## src/rtl/alu_pkg.sv

```systemverilog
// Shared constants for the ALU result reader: function codes, 7-segment patterns,
// response error codes and FSM state encoding.
package alu_pkg;

  localparam logic [3:0] FUNC_ADD  = 4'b0000;
  localparam logic [3:0] FUNC_SUB  = 4'b0001;
  localparam logic [3:0] FUNC_AND  = 4'b0100;
  localparam logic [3:0] FUNC_OR   = 4'b0101;
  localparam logic [3:0] FUNC_XOR  = 4'b0110;
  localparam logic [3:0] FUNC_SLL  = 4'b1000;
  localparam logic [3:0] FUNC_SRL  = 4'b1001;
  localparam logic [3:0] FUNC_SRA  = 4'b1010;
  localparam logic [3:0] FUNC_PASS = 4'b1111;

  // Segment bit 0 is segment 1; the N flag picks between the two meanings of a shared glyph.
  localparam logic [6:0] SEG_0   = 7'b0111111;
  localparam logic [6:0] SEG_1_F = 7'b0000110;
  localparam logic [6:0] SEG_2_E = 7'b1011011;
  localparam logic [6:0] SEG_3_D = 7'b1001111;
  localparam logic [6:0] SEG_4_C = 7'b1100110;
  localparam logic [6:0] SEG_5_B = 7'b1101101;
  localparam logic [6:0] SEG_6_A = 7'b1111100;
  localparam logic [6:0] SEG_7_9 = 7'b0000111;
  localparam logic [6:0] SEG_8   = 7'b1111111;

  typedef enum logic [1:0] {
    ERR_OK      = 2'b00,
    ERR_ILLEGAL = 2'b01,
    ERR_ZE      = 2'b10,
    ERR_TIMEOUT = 2'b11
  } rsp_err_t;

  typedef enum logic [1:0] {
    ST_IDLE   = 2'b00,
    ST_SETTLE = 2'b01,
    ST_SAMPLE = 2'b10,
    ST_RESP   = 2'b11
  } state_t;

endpackage

```

## src/rtl/alu_result_reader_seg7_decode.sv

```systemverilog
// Combinational 7-segment decoder: {seg, N} back to a 4-bit value plus a legal flag.
module seg7_decode
  import alu_pkg::*;
(
  input  logic [7:0] seg,
  input  logic       n,
  output logic [3:0] value,
  output logic       legal
);

  always_comb begin
    value = 4'h0;
    legal = 1'b0;
    if (!seg[7]) begin
      case (seg[6:0])
        SEG_0:   if (!n) legal = 1'b1;
        SEG_1_F: begin value = n ? 4'hF : 4'h1; legal = 1'b1; end
        SEG_2_E: begin value = n ? 4'hE : 4'h2; legal = 1'b1; end
        SEG_3_D: begin value = n ? 4'hD : 4'h3; legal = 1'b1; end
        SEG_4_C: begin value = n ? 4'hC : 4'h4; legal = 1'b1; end
        SEG_5_B: begin value = n ? 4'hB : 4'h5; legal = 1'b1; end
        SEG_6_A: begin value = n ? 4'hA : 4'h6; legal = 1'b1; end
        SEG_7_9: begin value = n ? 4'h9 : 4'h7; legal = 1'b1; end
        SEG_8:   if (n) begin value = 4'h8; legal = 1'b1; end
        default: ;
      endcase
    end
  end

endmodule

```

## src/rtl/alu_result_reader.sv

```systemverilog
// Host-side reader for the 4-bit ALU tile: drives operands, waits for a stable display
// and returns the decoded result. Define ALU_CHECK_EN to add the golden-model cross-check.
//   state  | meaning
//   IDLE   | ready for a request
//   SETTLE | operands driven, waiting for the ALU to settle
//   SAMPLE | sampling {seg,flags} until stable or timed out
//   RESP   | response presented, waiting for rsp_ready
module alu_result_reader
  import alu_pkg::*;
#(
  parameter int SETTLE_CYCLES  = 2,
  parameter int STABLE_SAMPLES = 2,
  parameter int TIMEOUT_CYCLES = 16
) (
  input  logic       clk,
  input  logic       reset,
  input  logic       req_valid,
  output logic       req_ready,
  input  logic [3:0] req_a,
  input  logic [3:0] req_b,
  input  logic [3:0] req_func,
  output logic [7:0] alu_ui,
  output logic [3:0] alu_func,
  input  logic [7:0] alu_seg,
  input  logic [3:0] alu_flags,
  output logic       rsp_valid,
  input  logic       rsp_ready,
  output logic [3:0] rsp_value,
  output logic [3:0] rsp_flags,
  output logic [1:0] rsp_err,
  output logic       rsp_mismatch
);

  localparam int SETW = $clog2(SETTLE_CYCLES + 1);
  localparam int STW  = $clog2(STABLE_SAMPLES + 1);
  localparam int TOW  = $clog2(TIMEOUT_CYCLES + 1);
  localparam logic [SETW-1:0] SET_LOAD   = SETW'(SETTLE_CYCLES - 1);
  localparam logic [STW-1:0]  STABLE_TGT = STW'(STABLE_SAMPLES);
  localparam logic [TOW-1:0]  TO_LOAD    = TOW'(TIMEOUT_CYCLES - 1);

  state_t state, state_next;
  logic [SETW-1:0] settle_cnt;
  logic [STW-1:0]  stable_cnt, stable_next;
  logic [TOW-1:0]  to_cnt;
  logic [11:0]     prev_sample, sample_now;
  logic            is_stable, sample_done;
  logic [3:0]      dec_value;
  logic            dec_legal;
  logic [1:0]      err_now;
  logic            mismatch_now;

  seg7_decode u_dec (
    .seg   (alu_seg),
    .n     (alu_flags[2]),
    .value (dec_value),
    .legal (dec_legal)
  );

  // stable_cnt == 0 marks the first sample of an operation, which never counts as a repeat.
  always_comb begin
    sample_now  = {alu_seg, alu_flags};
    stable_next = ((stable_cnt != '0) && (sample_now == prev_sample)) ? stable_cnt + 1'b1 : STW'(1);
    is_stable   = (stable_next == STABLE_TGT);
    sample_done = is_stable || (to_cnt == '0);
    if (!is_stable)                             err_now = ERR_TIMEOUT;
    else if (!dec_legal)                        err_now = ERR_ILLEGAL;
    else if (alu_flags[3] != (dec_value == 4'h0)) err_now = ERR_ZE;
    else                                        err_now = ERR_OK;
  end

`ifdef ALU_CHECK_EN
  logic [3:0] gm_a, gm_b, gm_bb, gm_value;
  logic [4:0] gm_sum;
  logic       gm_c, gm_v;

  // Shift amount is taken from B[1:0].
  always_comb begin
    gm_a     = alu_ui[3:0];
    gm_b     = alu_ui[7:4];
    gm_bb    = alu_func[0] ? (~gm_b + 4'd1) : gm_b;
    gm_sum   = {1'b0, gm_a} + {1'b0, gm_bb};
    gm_c     = gm_sum[4];
    gm_v     = (gm_a[3] == gm_bb[3]) && (gm_sum[3] != gm_a[3]);
    gm_value = gm_a;
    case (alu_func)
      FUNC_ADD: gm_value = gm_a + gm_b;
      FUNC_SUB: gm_value = gm_a - gm_b;
      FUNC_AND: gm_value = gm_a & gm_b;
      FUNC_OR:  gm_value = gm_a | gm_b;
      FUNC_XOR: gm_value = gm_a ^ gm_b;
      FUNC_SLL: gm_value = gm_a << gm_b[1:0];
      FUNC_SRL: gm_value = gm_a >> gm_b[1:0];
      FUNC_SRA: gm_value = 4'($signed(gm_a) >>> gm_b[1:0]);
      default:  gm_value = gm_a;
    endcase
    mismatch_now = (err_now == ERR_OK) &&
                   ({dec_value, alu_flags[1:0]} != {gm_value, gm_c, gm_v});
  end
`else
  assign mismatch_now = 1'b0;
`endif

  always_ff @(posedge clk) begin
    if (reset) state <= ST_IDLE;
    else       state <= state_next;
  end

  always_comb begin
    state_next = state;
    case (state)
      ST_IDLE:   if (req_valid) state_next = ST_SETTLE;
      ST_SETTLE: if (settle_cnt == '0) state_next = ST_SAMPLE;
      ST_SAMPLE: if (sample_done) state_next = ST_RESP;
      ST_RESP:   if (rsp_ready) state_next = ST_IDLE;
      default:   state_next = ST_IDLE;
    endcase
  end

  assign req_ready = (state == ST_IDLE);
  assign rsp_valid = (state == ST_RESP);

  always_ff @(posedge clk) begin
    if (reset) begin
      alu_ui       <= '0;
      alu_func     <= FUNC_PASS;
      rsp_value    <= '0;
      rsp_flags    <= '0;
      rsp_err      <= '0;
      rsp_mismatch <= 1'b0;
      settle_cnt   <= '0;
      stable_cnt   <= '0;
      to_cnt       <= '0;
      prev_sample  <= '0;
    end else begin
      case (state)
        ST_IDLE: if (req_valid) begin
          alu_ui     <= {req_b, req_a};
          alu_func   <= req_func;
          settle_cnt <= SET_LOAD;
        end
        ST_SETTLE: begin
          if (settle_cnt != '0) settle_cnt <= settle_cnt - 1'b1;
          else begin
            stable_cnt <= '0;
            to_cnt     <= TO_LOAD;
          end
        end
        ST_SAMPLE: begin
          prev_sample <= sample_now;
          stable_cnt  <= stable_next;
          if (!sample_done) to_cnt <= to_cnt - 1'b1;
          else begin
            rsp_value    <= dec_value;
            rsp_flags    <= alu_flags;
            rsp_err      <= err_now;
            rsp_mismatch <= mismatch_now;
          end
        end
        default: ;
      endcase
    end
  end

endmodule

```

## config.mk

```make
export PLATFORM = sky130hd
export DESIGN_NAME = alu_result_reader
export DESIGN_NICKNAME = d
export VERILOG_FILES = /design/src/rtl/alu_pkg.sv /design/src/rtl/alu_result_reader_seg7_decode.sv /design/src/rtl/alu_result_reader.sv
export SDC_FILE = /design/constraint.sdc
export NUM_CORES = 1
export LEC_CHECK = 0
export CORE_AREA = 4 4 108 90
export CTS_BUF_LIST = sky130_fd_sc_hd__clkbuf_16
export CTS_CLUSTER_DIAMETER = 60
export DETAILED_ROUTE_END_ITERATION = 7
export DIE_AREA = 0 0 112 94
export HOLD_SLACK_MARGIN = 0.12
export PLACE_DENSITY = 0.61
export SETUP_SLACK_MARGIN = 0.2
export SLEW_MARGIN = 0
export SYNTH_ARGS = -nofsm -noshare
export SYNTH_HDL_FRONTEND = slang
export SYNTH_SLANG_ARGS = --single-unit
```

## constraint.sdc

```tcl
create_clock -name clk -period 1.81 [get_ports clk]
set_input_delay 0.181 -clock clk [delete_from_list [all_inputs] [get_ports clk]]
set_output_delay 0.181 -clock clk [all_outputs]
set_load 0.02 [all_outputs]
```

==> results.json <==
{
  "grt.busiest_layer": "met2",
  "globalRouteOverflowTotal": 0,
  "regMostFlops": "prev_sample",
  "violations": "negative setup slack",
  "timing.setup.tns_ps": -60.2,
  "share_comb_of_total_power": 0.502,
  "setup_violations": 5,
  "dr.first_iter.drc_count": 74,
  "grt.met2_usage": 0.223,
  "most_area_hungry_cell_class_in_the_final_design": "logic gates",
  "nClkBuffers": 5,
  "postSynthCellCount": 291,
  "die-area_um2": 10500,
  "cp_slowest_stage_delay_ps": 350,
  "critPathRequiredTime_ps": 1990,
  "grt_setup_unrepaired": "true",
  "top_regs": "prev_sample: 12 flops, alu_ui: 8 flops, to_cnt: 5 flops",
  "path_buffers": 3,
  "cts_tree": "built",
  "length_of_the_first_detailed_routing_pass_in_iterations": 4,
  "placed_cells_incl_taps": 473,
  "outcome": "finished, violations left",
  "switch_pwr_mw": 1.79,
  "gp_routability_congestion": 0.816,
  "number_of_clock_sinks": 45,
  "via_count_of_the_routed_design": 2379,
  "sh_seq_area": 0.230,
  "top_cell_types_by_occurrence_after_synthesis": "sky130_fd_sc_hd__dfxtp_1 (45), sky130_fd_sc_hd__nor2_1 (34), sky130_fd_sc_hd__nand2_1 (31)",
  "fp.dieH_um": 94,
  "vdd_drop_max_mv": 0.567,
  "fin_worst_setup_slack_ps": -23.0,
  "p_seq_frac": 0.287,
  "yosysMostFrequentCell": "sky130_fd_sc_hd__dfxtp_1",
  "finalCoreUtilization": 0.453
}
## final timing paths
path,start,endpoint,slack [ps],cells past startpoint
setup / recovery,to_cnt[0]$_SDFFE_PP0P_,rsp_flags[0]$_SDFFE_PP0P_,-20,9
hold / removal,alu_seg[1],prev_sample[5]$_SDFFE_PP0P_,360,3
setup reg to reg,to_cnt[0]$_SDFFE_PP0P_,rsp_flags[0]$_SDFFE_PP0P_,-20,9
hold reg to reg,alu_ui[6]$_SDFFE_PP0P_,alu_ui[6]$_SDFFE_PP0P_,460,2
## kinds of logic after synthesis
group	count (synthesis)
AOI/OAI and AO/OA	56
and+or+nand+nor	114
buffers and inverters	33
muxes	18
xor gates and xnor gates	16
other	1
adders and majority gates	8
DFF	45
## power by group through the flow
stage	logic, mW	registers, mW	clock network, mW
after floorplan	1.24	1.43	0
after global placement	1.92	1.36	0
after detailed placement	1.96	1.36	0
after CTS	2.18	1.36	1.04
after global routing	2.65	1.42	1.08
final	2.42	1.39	1.02
## repair_timing
| action | 4_1_cts | 5_1_grt |
|---|---|---|
| setup endpoints to repair | 21 | 21 |
| resized | 55 | 24 |
| setup buffers | 14 | 4 |
| hold buffers | 0 | 0 |
| pin swaps | 17 | 9 |
## worst reg2reg max path: stages (launching register included)
cell,delay [ps]
sky130_fd_sc_hd__dfxtp_2,350
sky130_fd_sc_hd__inv_1,110
sky130_fd_sc_hd__ha_1,160
sky130_fd_sc_hd__nor4b_4,340
sky130_fd_sc_hd__nand2_1,170
sky130_fd_sc_hd__nand2_4,140
sky130_fd_sc_hd__buf_12,110
sky130_fd_sc_hd__buf_8,120
sky130_fd_sc_hd__mux2i_1,190
sky130_fd_sc_hd__nor2_1,50
## metal layers
metal	wire, um	vias up
met2	3560	26
li1	-	1195
met1	3370	1150
met4	83	0
met3	153	8
met5	0	-
### Clock network drawn from the DEF

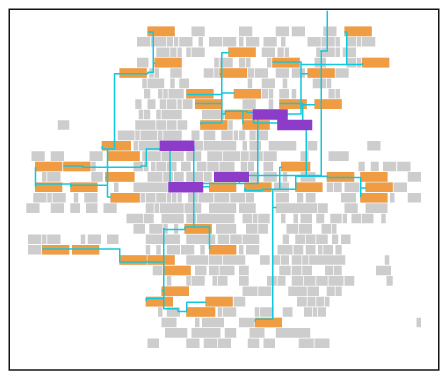
[clock wires] cyan | length: 620 um
[cells driving clock nets] purple | count: 5
[flip-flops] orange | count: 45
routed clock nets	6
flops lie	spread over the die

### Sizing map

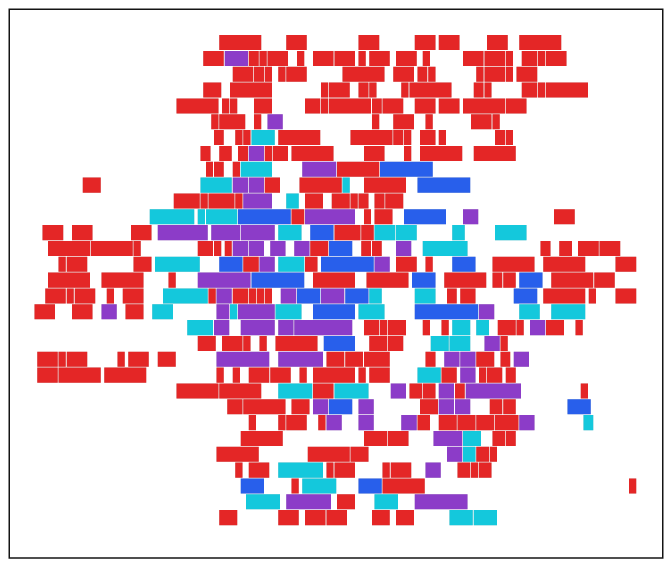
size	color	cells	most used
drive 1 or less	red	265	clkdlybuf4s50_1
drive 2	cyan	42	dfxtp_2
drive 3 to 4	purple	55	buf_4
drive 6 and up	blue	22	buf_6
area overhead of the layout relative to synthesis: 56.7%
Buffers excl. clock: 104

### Cell classes on the final placement

Bar = 20 um.
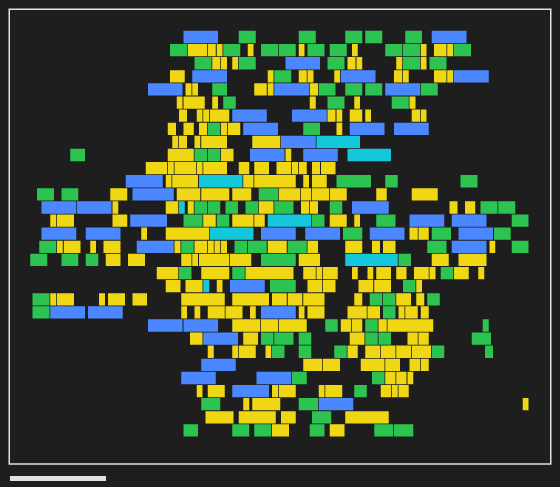
class	color	cells
all other logic	yellow	227
flip-flops	blue	45
other buffers and delay cells	green	104
clock drivers and dummy loads	cyan	8
Non-Filler Cell Area, Final: 3960 um^2
count of standard-cell rows: 31
Core Area: 8730 um^2

No activity file was given, so power comes from the tool's default toggle rates.
